File: src/rtl/mips_ctrl_pkg.sv
// Shared types and constants for the MIPS control pipeline.
// Control bundle layout, MSB first:
// {RegDst, J, Beq, Bneq, MemRead, MemtoReg, MemWrite, RegWrite, Alu_src[1:0], Alu_op[2:0]}
package mips_ctrl_pkg;

    localparam int unsigned REG_AW = 5;
    localparam int unsigned CTRL_W = 13;

    // Bit positions of each control field
    localparam int unsigned B_REGDST    = 12;
    localparam int unsigned B_J         = 11;
    localparam int unsigned B_BEQ       = 10;
    localparam int unsigned B_BNEQ      = 9;
    localparam int unsigned B_MEMREAD   = 8;
    localparam int unsigned B_MEMTOREG  = 7;
    localparam int unsigned B_MEMWRITE  = 6;
    localparam int unsigned B_REGWRITE  = 5;
    localparam int unsigned B_ALUSRC_HI = 4;
    localparam int unsigned B_ALUSRC_LO = 3;
    localparam int unsigned B_ALUOP_HI  = 2;
    localparam int unsigned B_ALUOP_LO  = 0;

    localparam logic [CTRL_W-1:0] CTRL_BUBBLE = '0;

    // ALU operand source select
    typedef enum logic [1:0] {
        FWD_REG = 2'b00,
        FWD_WB  = 2'b01,
        FWD_MEM = 2'b10
    } fwd_sel_e;

    // Fields carried into the EX/MEM register
    typedef struct packed {
        logic              memread;
        logic              memwrite;
        logic              memtoreg;
        logic              regwrite;
        logic [REG_AW-1:0] dst;
    } mem_stage_t;

    // Clear decoder don't-care fields before they enter the pipeline
    function automatic logic [CTRL_W-1:0] ctrl_sanitize(input logic [CTRL_W-1:0] c);
        logic [CTRL_W-1:0] s;
        s = c;
        if (!c[B_REGWRITE]) begin
            s[B_REGDST]   = 1'b0;
            s[B_MEMTOREG] = 1'b0;
        end
        if (c[B_J]) begin
            s[B_ALUSRC_HI:B_ALUSRC_LO] = '0;
            s[B_ALUOP_HI:B_ALUOP_LO]   = '0;
        end
        return s;
    endfunction

endpackage

File: src/rtl/mips_ctrl_pipe_if.sv
// Bundle between the decoder/datapath side (master) and the control pipeline (slave).
// With CTRL_PIPE_PERF_EN defined, stall/flush event counters are added.
interface mips_ctrl_pipe_if;
    import mips_ctrl_pkg::*;

    logic [CTRL_W-1:0] id_ctrl;
    logic [REG_AW-1:0] id_rs;
    logic [REG_AW-1:0] id_rt;
    logic [REG_AW-1:0] id_rd;
    logic              ex_zero;
    logic              stall;
    logic              flush;
    logic [CTRL_W-1:0] ex_ctrl;
    logic [REG_AW-1:0] ex_rs;
    logic [REG_AW-1:0] ex_rt;
    logic              mem_memread;
    logic              mem_memwrite;
    logic              mem_regwrite;
    logic              mem_memtoreg;
    logic [REG_AW-1:0] mem_dst;
    logic              wb_regwrite;
    logic              wb_memtoreg;
    logic [REG_AW-1:0] wb_dst;
    logic [1:0]        fwd_a;
    logic [1:0]        fwd_b;
`ifdef CTRL_PIPE_PERF_EN
    logic [15:0]       stall_cnt;
    logic [15:0]       flush_cnt;
`endif

    modport master (
        output id_ctrl, id_rs, id_rt, id_rd, ex_zero,
        input  stall, flush, ex_ctrl, ex_rs, ex_rt,
        input  mem_memread, mem_memwrite, mem_regwrite, mem_memtoreg, mem_dst,
        input  wb_regwrite, wb_memtoreg, wb_dst, fwd_a, fwd_b
`ifdef CTRL_PIPE_PERF_EN
        , input stall_cnt, flush_cnt
`endif
    );

    modport slave (
        input  id_ctrl, id_rs, id_rt, id_rd, ex_zero,
        output stall, flush, ex_ctrl, ex_rs, ex_rt,
        output mem_memread, mem_memwrite, mem_regwrite, mem_memtoreg, mem_dst,
        output wb_regwrite, wb_memtoreg, wb_dst, fwd_a, fwd_b
`ifdef CTRL_PIPE_PERF_EN
        , output stall_cnt, flush_cnt
`endif
    );

endinterface

File: src/rtl/mips_fwd_unit.sv
// ALU operand forwarding selects. EX/MEM has priority over MEM/WB; $0 never forwards.
module mips_fwd_unit
    import mips_ctrl_pkg::*;
(
    input  logic              mem_regwrite,
    input  logic [REG_AW-1:0] mem_dst,
    input  logic              wb_regwrite,
    input  logic [REG_AW-1:0] wb_dst,
    input  logic [REG_AW-1:0] ex_rs,
    input  logic [REG_AW-1:0] ex_rt,
    output logic [1:0]        fwd_a,
    output logic [1:0]        fwd_b
);

    function automatic fwd_sel_e pick(input logic              m_we,
                                      input logic [REG_AW-1:0] m_dst,
                                      input logic              w_we,
                                      input logic [REG_AW-1:0] w_dst,
                                      input logic [REG_AW-1:0] src);
        if (m_we && (m_dst != '0) && (m_dst == src)) return FWD_MEM;
        if (w_we && (w_dst != '0) && (w_dst == src)) return FWD_WB;
        return FWD_REG;
    endfunction

    // Select source for each ALU operand
    always_comb begin
        fwd_a = pick(mem_regwrite, mem_dst, wb_regwrite, wb_dst, ex_rs);
        fwd_b = pick(mem_regwrite, mem_dst, wb_regwrite, wb_dst, ex_rt);
    end

endmodule

File: src/rtl/mips_ctrl_pipe.sv
// Control-word pipeline (ID/EX, EX/MEM, MEM/WB) with branch resolution in EX,
// load-use stall detection and forwarding selects.
// Optional: CTRL_PIPE_PERF_EN adds saturating stall/flush event counters.
module mips_ctrl_pipe
    import mips_ctrl_pkg::*;
(
    input  logic           clk,
    input  logic           reset,
    mips_ctrl_pipe_if.slave bus
);

    logic [CTRL_W-1:0] ex_ctrl_q;
    logic [REG_AW-1:0] ex_rs_q;
    logic [REG_AW-1:0] ex_rt_q;
    logic [REG_AW-1:0] ex_rd_q;
    mem_stage_t        mem_q;
    logic              wb_regwrite_q;
    logic              wb_memtoreg_q;
    logic [REG_AW-1:0] wb_dst_q;

    logic [REG_AW-1:0] ex_dst;
    logic              taken;
    logic              id_uses_rt;
    logic              load_use;
    logic              stall;
    logic [1:0]        fwd_a;
    logic [1:0]        fwd_b;

    // Branch resolution and load-use detection; a taken branch overrides the stall
    always_comb begin
        ex_dst     = ex_ctrl_q[B_REGDST] ? ex_rd_q : ex_rt_q;
        taken      = ex_ctrl_q[B_J]
                   | (ex_ctrl_q[B_BEQ]  &  bus.ex_zero)
                   | (ex_ctrl_q[B_BNEQ] & ~bus.ex_zero);
        id_uses_rt = (bus.id_ctrl[B_ALUSRC_HI:B_ALUSRC_LO] == 2'b00) | bus.id_ctrl[B_MEMWRITE];
        load_use   = ex_ctrl_q[B_MEMREAD] & (ex_dst != '0)
                   & ((ex_dst == bus.id_rs) | ((ex_dst == bus.id_rt) & id_uses_rt));
        stall      = load_use & ~taken;
    end

    // Stage registers; ID/EX takes a bubble on flush or stall
    always_ff @(posedge clk or negedge reset) begin
        if (!reset) begin
            ex_ctrl_q     <= CTRL_BUBBLE;
            ex_rs_q       <= '0;
            ex_rt_q       <= '0;
            ex_rd_q       <= '0;
            mem_q         <= '0;
            wb_regwrite_q <= 1'b0;
            wb_memtoreg_q <= 1'b0;
            wb_dst_q      <= '0;
        end else begin
            if (taken || stall) begin
                ex_ctrl_q <= CTRL_BUBBLE;
                ex_rs_q   <= '0;
                ex_rt_q   <= '0;
                ex_rd_q   <= '0;
            end else begin
                ex_ctrl_q <= ctrl_sanitize(bus.id_ctrl);
                ex_rs_q   <= bus.id_rs;
                ex_rt_q   <= bus.id_rt;
                ex_rd_q   <= bus.id_rd;
            end
            mem_q.memread  <= ex_ctrl_q[B_MEMREAD];
            mem_q.memwrite <= ex_ctrl_q[B_MEMWRITE];
            mem_q.memtoreg <= ex_ctrl_q[B_MEMTOREG];
            mem_q.regwrite <= ex_ctrl_q[B_REGWRITE];
            mem_q.dst      <= ex_dst;
            wb_regwrite_q  <= mem_q.regwrite;
            wb_memtoreg_q  <= mem_q.memtoreg;
            wb_dst_q       <= mem_q.dst;
        end
    end

    mips_fwd_unit u_fwd (
        .mem_regwrite (mem_q.regwrite),
        .mem_dst      (mem_q.dst),
        .wb_regwrite  (wb_regwrite_q),
        .wb_dst       (wb_dst_q),
        .ex_rs        (ex_rs_q),
        .ex_rt        (ex_rt_q),
        .fwd_a        (fwd_a),
        .fwd_b        (fwd_b)
    );

    assign bus.stall        = stall;
    assign bus.flush        = taken;
    assign bus.ex_ctrl      = ex_ctrl_q;
    assign bus.ex_rs        = ex_rs_q;
    assign bus.ex_rt        = ex_rt_q;
    assign bus.mem_memread  = mem_q.memread;
    assign bus.mem_memwrite = mem_q.memwrite;
    assign bus.mem_regwrite = mem_q.regwrite;
    assign bus.mem_memtoreg = mem_q.memtoreg;
    assign bus.mem_dst      = mem_q.dst;
    assign bus.wb_regwrite  = wb_regwrite_q;
    assign bus.wb_memtoreg  = wb_memtoreg_q;
    assign bus.wb_dst       = wb_dst_q;
    assign bus.fwd_a        = fwd_a;
    assign bus.fwd_b        = fwd_b;

`ifdef CTRL_PIPE_PERF_EN
    logic [15:0] stall_cnt_q;
    logic [15:0] flush_cnt_q;

    // Saturating event counters
    always_ff @(posedge clk or negedge reset) begin
        if (!reset) begin
            stall_cnt_q <= '0;
            flush_cnt_q <= '0;
        end else begin
            if (stall && (stall_cnt_q != 16'hFFFF)) stall_cnt_q <= stall_cnt_q + 16'd1;
            if (taken && (flush_cnt_q != 16'hFFFF)) flush_cnt_q <= flush_cnt_q + 16'd1;
        end
    end

    assign bus.stall_cnt = stall_cnt_q;
    assign bus.flush_cnt = flush_cnt_q;
`endif

endmodule

File: src/flat_wrapper.sv
// flat-port wrapper written by rule: the top's interface ports become plain ports
module mips_ctrl_pipe_flat import mips_ctrl_pkg::*;
  (clk, reset, bus_id_ctrl, bus_id_rs, bus_id_rt, bus_id_rd, bus_ex_zero, bus_stall, bus_flush, bus_ex_ctrl, bus_ex_rs, bus_ex_rt, bus_mem_memread, bus_mem_memwrite, bus_mem_regwrite, bus_mem_memtoreg, bus_mem_dst, bus_wb_regwrite, bus_wb_memtoreg, bus_wb_dst, bus_fwd_a, bus_fwd_b);
  mips_ctrl_pipe_if bus_i ();
  input  logic clk;
  input  logic reset;
  input wire logic [$bits(bus_i.id_ctrl)-1:0] bus_id_ctrl;
  input wire logic [$bits(bus_i.id_rs)-1:0] bus_id_rs;
  input wire logic [$bits(bus_i.id_rt)-1:0] bus_id_rt;
  input wire logic [$bits(bus_i.id_rd)-1:0] bus_id_rd;
  input wire logic [$bits(bus_i.ex_zero)-1:0] bus_ex_zero;
  output wire logic [$bits(bus_i.stall)-1:0] bus_stall;
  output wire logic [$bits(bus_i.flush)-1:0] bus_flush;
  output wire logic [$bits(bus_i.ex_ctrl)-1:0] bus_ex_ctrl;
  output wire logic [$bits(bus_i.ex_rs)-1:0] bus_ex_rs;
  output wire logic [$bits(bus_i.ex_rt)-1:0] bus_ex_rt;
  output wire logic [$bits(bus_i.mem_memread)-1:0] bus_mem_memread;
  output wire logic [$bits(bus_i.mem_memwrite)-1:0] bus_mem_memwrite;
  output wire logic [$bits(bus_i.mem_regwrite)-1:0] bus_mem_regwrite;
  output wire logic [$bits(bus_i.mem_memtoreg)-1:0] bus_mem_memtoreg;
  output wire logic [$bits(bus_i.mem_dst)-1:0] bus_mem_dst;
  output wire logic [$bits(bus_i.wb_regwrite)-1:0] bus_wb_regwrite;
  output wire logic [$bits(bus_i.wb_memtoreg)-1:0] bus_wb_memtoreg;
  output wire logic [$bits(bus_i.wb_dst)-1:0] bus_wb_dst;
  output wire logic [$bits(bus_i.fwd_a)-1:0] bus_fwd_a;
  output wire logic [$bits(bus_i.fwd_b)-1:0] bus_fwd_b;
  assign bus_i.id_ctrl = bus_id_ctrl;
  assign bus_i.id_rs = bus_id_rs;
  assign bus_i.id_rt = bus_id_rt;
  assign bus_i.id_rd = bus_id_rd;
  assign bus_i.ex_zero = bus_ex_zero;
  assign bus_stall = bus_i.stall;
  assign bus_flush = bus_i.flush;
  assign bus_ex_ctrl = bus_i.ex_ctrl;
  assign bus_ex_rs = bus_i.ex_rs;
  assign bus_ex_rt = bus_i.ex_rt;
  assign bus_mem_memread = bus_i.mem_memread;
  assign bus_mem_memwrite = bus_i.mem_memwrite;
  assign bus_mem_regwrite = bus_i.mem_regwrite;
  assign bus_mem_memtoreg = bus_i.mem_memtoreg;
  assign bus_mem_dst = bus_i.mem_dst;
  assign bus_wb_regwrite = bus_i.wb_regwrite;
  assign bus_wb_memtoreg = bus_i.wb_memtoreg;
  assign bus_wb_dst = bus_i.wb_dst;
  assign bus_fwd_a = bus_i.fwd_a;
  assign bus_fwd_b = bus_i.fwd_b;
  mips_ctrl_pipe u_core (.clk(clk), .reset(reset), .bus(bus_i));
endmodule
File: config.mk
export PLATFORM = sky130hd
export DESIGN_NAME = mips_ctrl_pipe_flat
export DESIGN_NICKNAME = d
export VERILOG_FILES = /design/src/rtl/mips_ctrl_pkg.sv /design/src/rtl/mips_ctrl_pipe_if.sv /design/src/rtl/mips_fwd_unit.sv /design/src/rtl/mips_ctrl_pipe.sv /design/src/flat_wrapper.sv
export SDC_FILE = /design/constraint.sdc
export NUM_CORES = 1
export LEC_CHECK = 0
export CAP_MARGIN = 25
export CORE_MARGIN = 5
export CORE_UTILIZATION = 38
export DETAILED_ROUTE_END_ITERATION = 12
export GPL_TIMING_DRIVEN = 0
export PLACE_DENSITY = 0.75
export REMOVE_ABC_BUFFERS = 1
export SLEW_MARGIN = 20
export SYNTH_ARGS = -nofsm -noshare
export SYNTH_HDL_FRONTEND = slang
export SYNTH_SLANG_ARGS = --single-unit
File: constraint.sdc
create_clock -name clk -period 2.1 [get_ports clk]
set_input_delay 0.42 -clock clk [delete_from_list [all_inputs] [get_ports clk]]
set_output_delay 0.42 -clock clk [all_outputs]
set_load 0.005 [all_outputs]
**Drive-strength map**

Bar = 20 um.
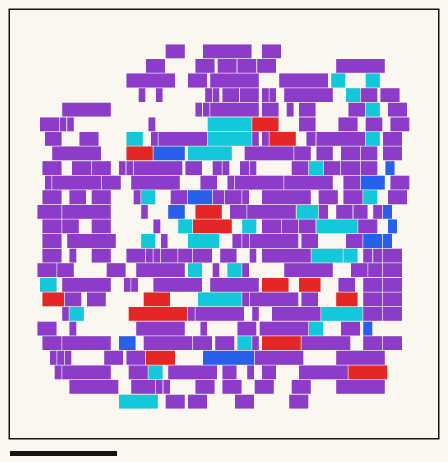
Purple stands for _0 and _1 cells, cells 210, share 79%, most used clkdlybuf4s50_1. Red stands for _6 and larger, cells 14, share 5.3%, most used clkbuf_8. Blue stands for _2 cells, cells 12, share 4.5%, most used buf_2. Cyan stands for _3 and _4 cells, cells 30, share 11%, most used buf_4.
post-route setup slack: -0.441 ns
post-route cell area: 0.00312 mm^2
Area Overhead vs Synth: 68.7%
Non-CTS buffers: 99

**Clock wiring as the flow saved it**

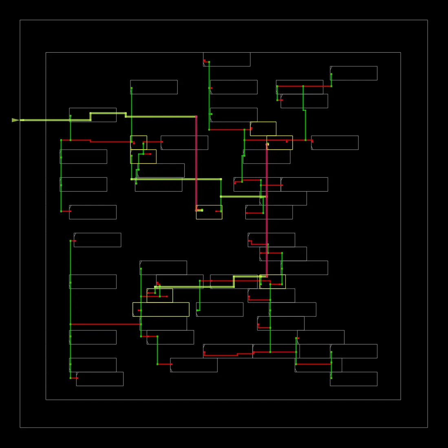
registers: 44
# clock sinks: 44
clk_lat worst skew: 0.30 ns
clkbuf count: 6
Num CTS Buffers: 5

**Clock distribution**

Bar = 20 um.
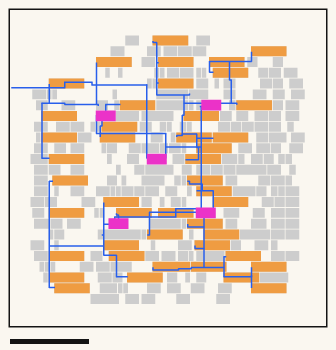
Orange stands for flip-flops, count 44. Magenta stands for clock drivers, count 5. Blue stands for clock wires, length 480 um.
There are 6 routed clock nets.
Clock power frac: 0.256
P_clk: 0.670 mW
Setup Skew: 0.0101 ns

**Sequential cells colored by netlist name**

Bar = 20 um. Other sequential cells in the stronger gray, the rest of the logic in the fainter gray.
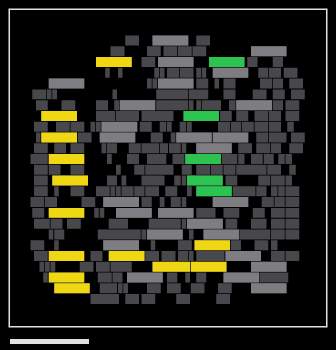
Yellow stands for u_core.bus.ex_ctrl, flops 13. Green stands for u_core.bus.ex_rs, flops 5.
Another 26 sequential cells are not colored.
P_seq: 1.08 mW
sequential cell area share: 0.353

[cell type report]
type	instances	area, um^2	share of cell area
Clock buffer	6	82.6	0.0265
Multi-Input combinational cell	109	827	0.265
Sequential cell	44	1100	0.353
Tap cell	67	83.8	0.0269
Inverter	6	22.5	0.00721
Timing Repair Buffer	99	965	0.309
Clock inverter	2	38.8	0.0124
[power groups by stage]
stage	combinational, mW	clock [mW]	sequential (mW)
detailed placement	0.666	0	1.10
CTS	0.825	0.684	1.07
global placement	0.633	0	1.09
floorplan	0.266	0	1.09
global route	0.940	0.724	1.09
finish	0.868	0.670	1.08
[cells in the mapped netlist, drive strengths merged]
cell type and n:
dfrtp 44, nor2 22, nand2 21, xnor2 15, xor2 15, inv 6, mux2i 5, nor4b 5
buf 4, nand3 4, nor4 4, nor3 3, o21ai 3, or4 3, clkbuf 2, nor3b 2
a211oi 1, a21oi 1, and2 1, nand4 1, nor2b 1, o211ai 1
[worst max-delay path: cells and delay by family (launching register included)]
kind | cells | cell delay [ns]
simple gates | 2 | 0.44
flops | 1 | 0.42
compound gates | 2 | 0.37
buf+inv | 2 | 0.23
mux | 1 | 0.20
xor+xnor | 1 | 0.15
[per-layer routing]
metal,GRT usage,wire [um],vias up
met2,0.285,2570,66
met5,0,0,-
li1,-,-,739
met1,0.186,1910,780
met4,0.0557,65,0
met3,0.0722,501,7
[state kept, by name, summed over array words and instances (netlist names)]
signal                   flops
u_core.bus.ex_ctrl          13
u_core.bus.ex_rs             5
u_core.bus.ex_rt             5
u_core.bus.mem_dst           5
u_core.bus.mem_memread       1
u_core.bus.mem_memtoreg      1
u_core.bus.mem_memwrite      1
u_core.bus.mem_regwrite      1
u_core.bus.wb_dst            5
u_core.bus.wb_memtoreg       1
u_core.bus.wb_regwrite       1
u_core.ex_rd_q               5
==> qor.yml <==
status: "finished, violations left"
violations: "setup timing"
fp.coreArea_mm2: 0.00472
final.min_clock_period_ns: 2.54
slowest_stage: "dfrtp_2"
fp.dieH_um: 79.8
setup-violations-final: 23
rr_startpoint: "u_core.bus.ex_ctrl[12]$_DFF_PN0_"
routedWlPerCell_um: 15.2
critPathMaxFanout: 6
max_slew_margin: 0.503
pin_count: 76
drt_wl_total_um: 5050
final_common_cell: "clkdlybuf4s50_1"
rr_worst_depth: 8
maxCapViolations: 0
crit_type: "reg2out"
yosysWarnings: 0
cp.arrival_ns: 2.12
cts_root_buf: "clkbuf_8"
tool_warnings: 27
numSynthFlops: 44
tns_ns: -5.27
rsz0062_at_grt: "true"
worst_slack_ns: -0.441
hold_class: "in2async"
synth-xor-area-share: 0.142
hold_buffers: 0
drt_iter0_drc: 57
yosysTopAreaCellShare: 0.595
critPathCapture: "bus_stall"
postCtsSetupRepairBufs: 17
seq_power_share: 0.412
adder_share: 0
antenna_found_initial: 0
grt_pass1_vias: 1662
vias: 1592
critPathMaxStageDelay_ns: 0.42
mux_share: 0.0311
mostFrequentLayoutCells: "67 x clkdlybuf4s50_1, 43 x dfrtp_1, 22 x nor2_1"
ant_nets: 0
r2r-end: "u_core.bus.ex_rt[4]$_DFF_PN0_"
drt_first_pass_iters: 4
end_kind: "primary output"
vias_per_cell: 4.78
critPathLaunchType: "register"
place_area_mm2: 0.00269
combPwrFrac: 0.332
powerDensity_mw_per_mm2: 837
critPathRequiredTime_ns: 1.68
hold_viol: 0
grt_max_degree: 33
routabilityCongestion: 0.796
whs_ns: 0.000339
ys_cells: 164
placed_cells: 302
compound_area_frac: 0.0210
ctsResizeCount: 38
final_util: 0.661
report.power.total_mw: 2.61
drcViolationCount: 0
htreeDepth: 2
yosysTopAreaCell: "dfrtp_1"
top_cells_by_area: "dfrtp_1 59%, xnor2_1 7.1%, xor2_1 7.1%, nor2_1 4.5%, nand2_1 4.3%"
syn_inst: 164
clk_path_buf_depth: 2
dp_hpwl_um: 3440
clkTransAtPathRegs_ns: 0.08
yosysUniqueCellTypes: 24
power.leakage_nw: 1.42
netSwitchingFraction: 0.289
place_ws_ns: -1.24
ys_seq_frac: 0.595
grt.overflow.total: 0
ys_sh_simple: 0.174
p_sw_mw: 0.754
n_antenna_cell: 0
rows: 25
worst_pin_slew_ns: 0.746
port_buffers: 75
finalNetCount: 296
Power figures rest on the tool's default switching activity, not on a simulated workload.
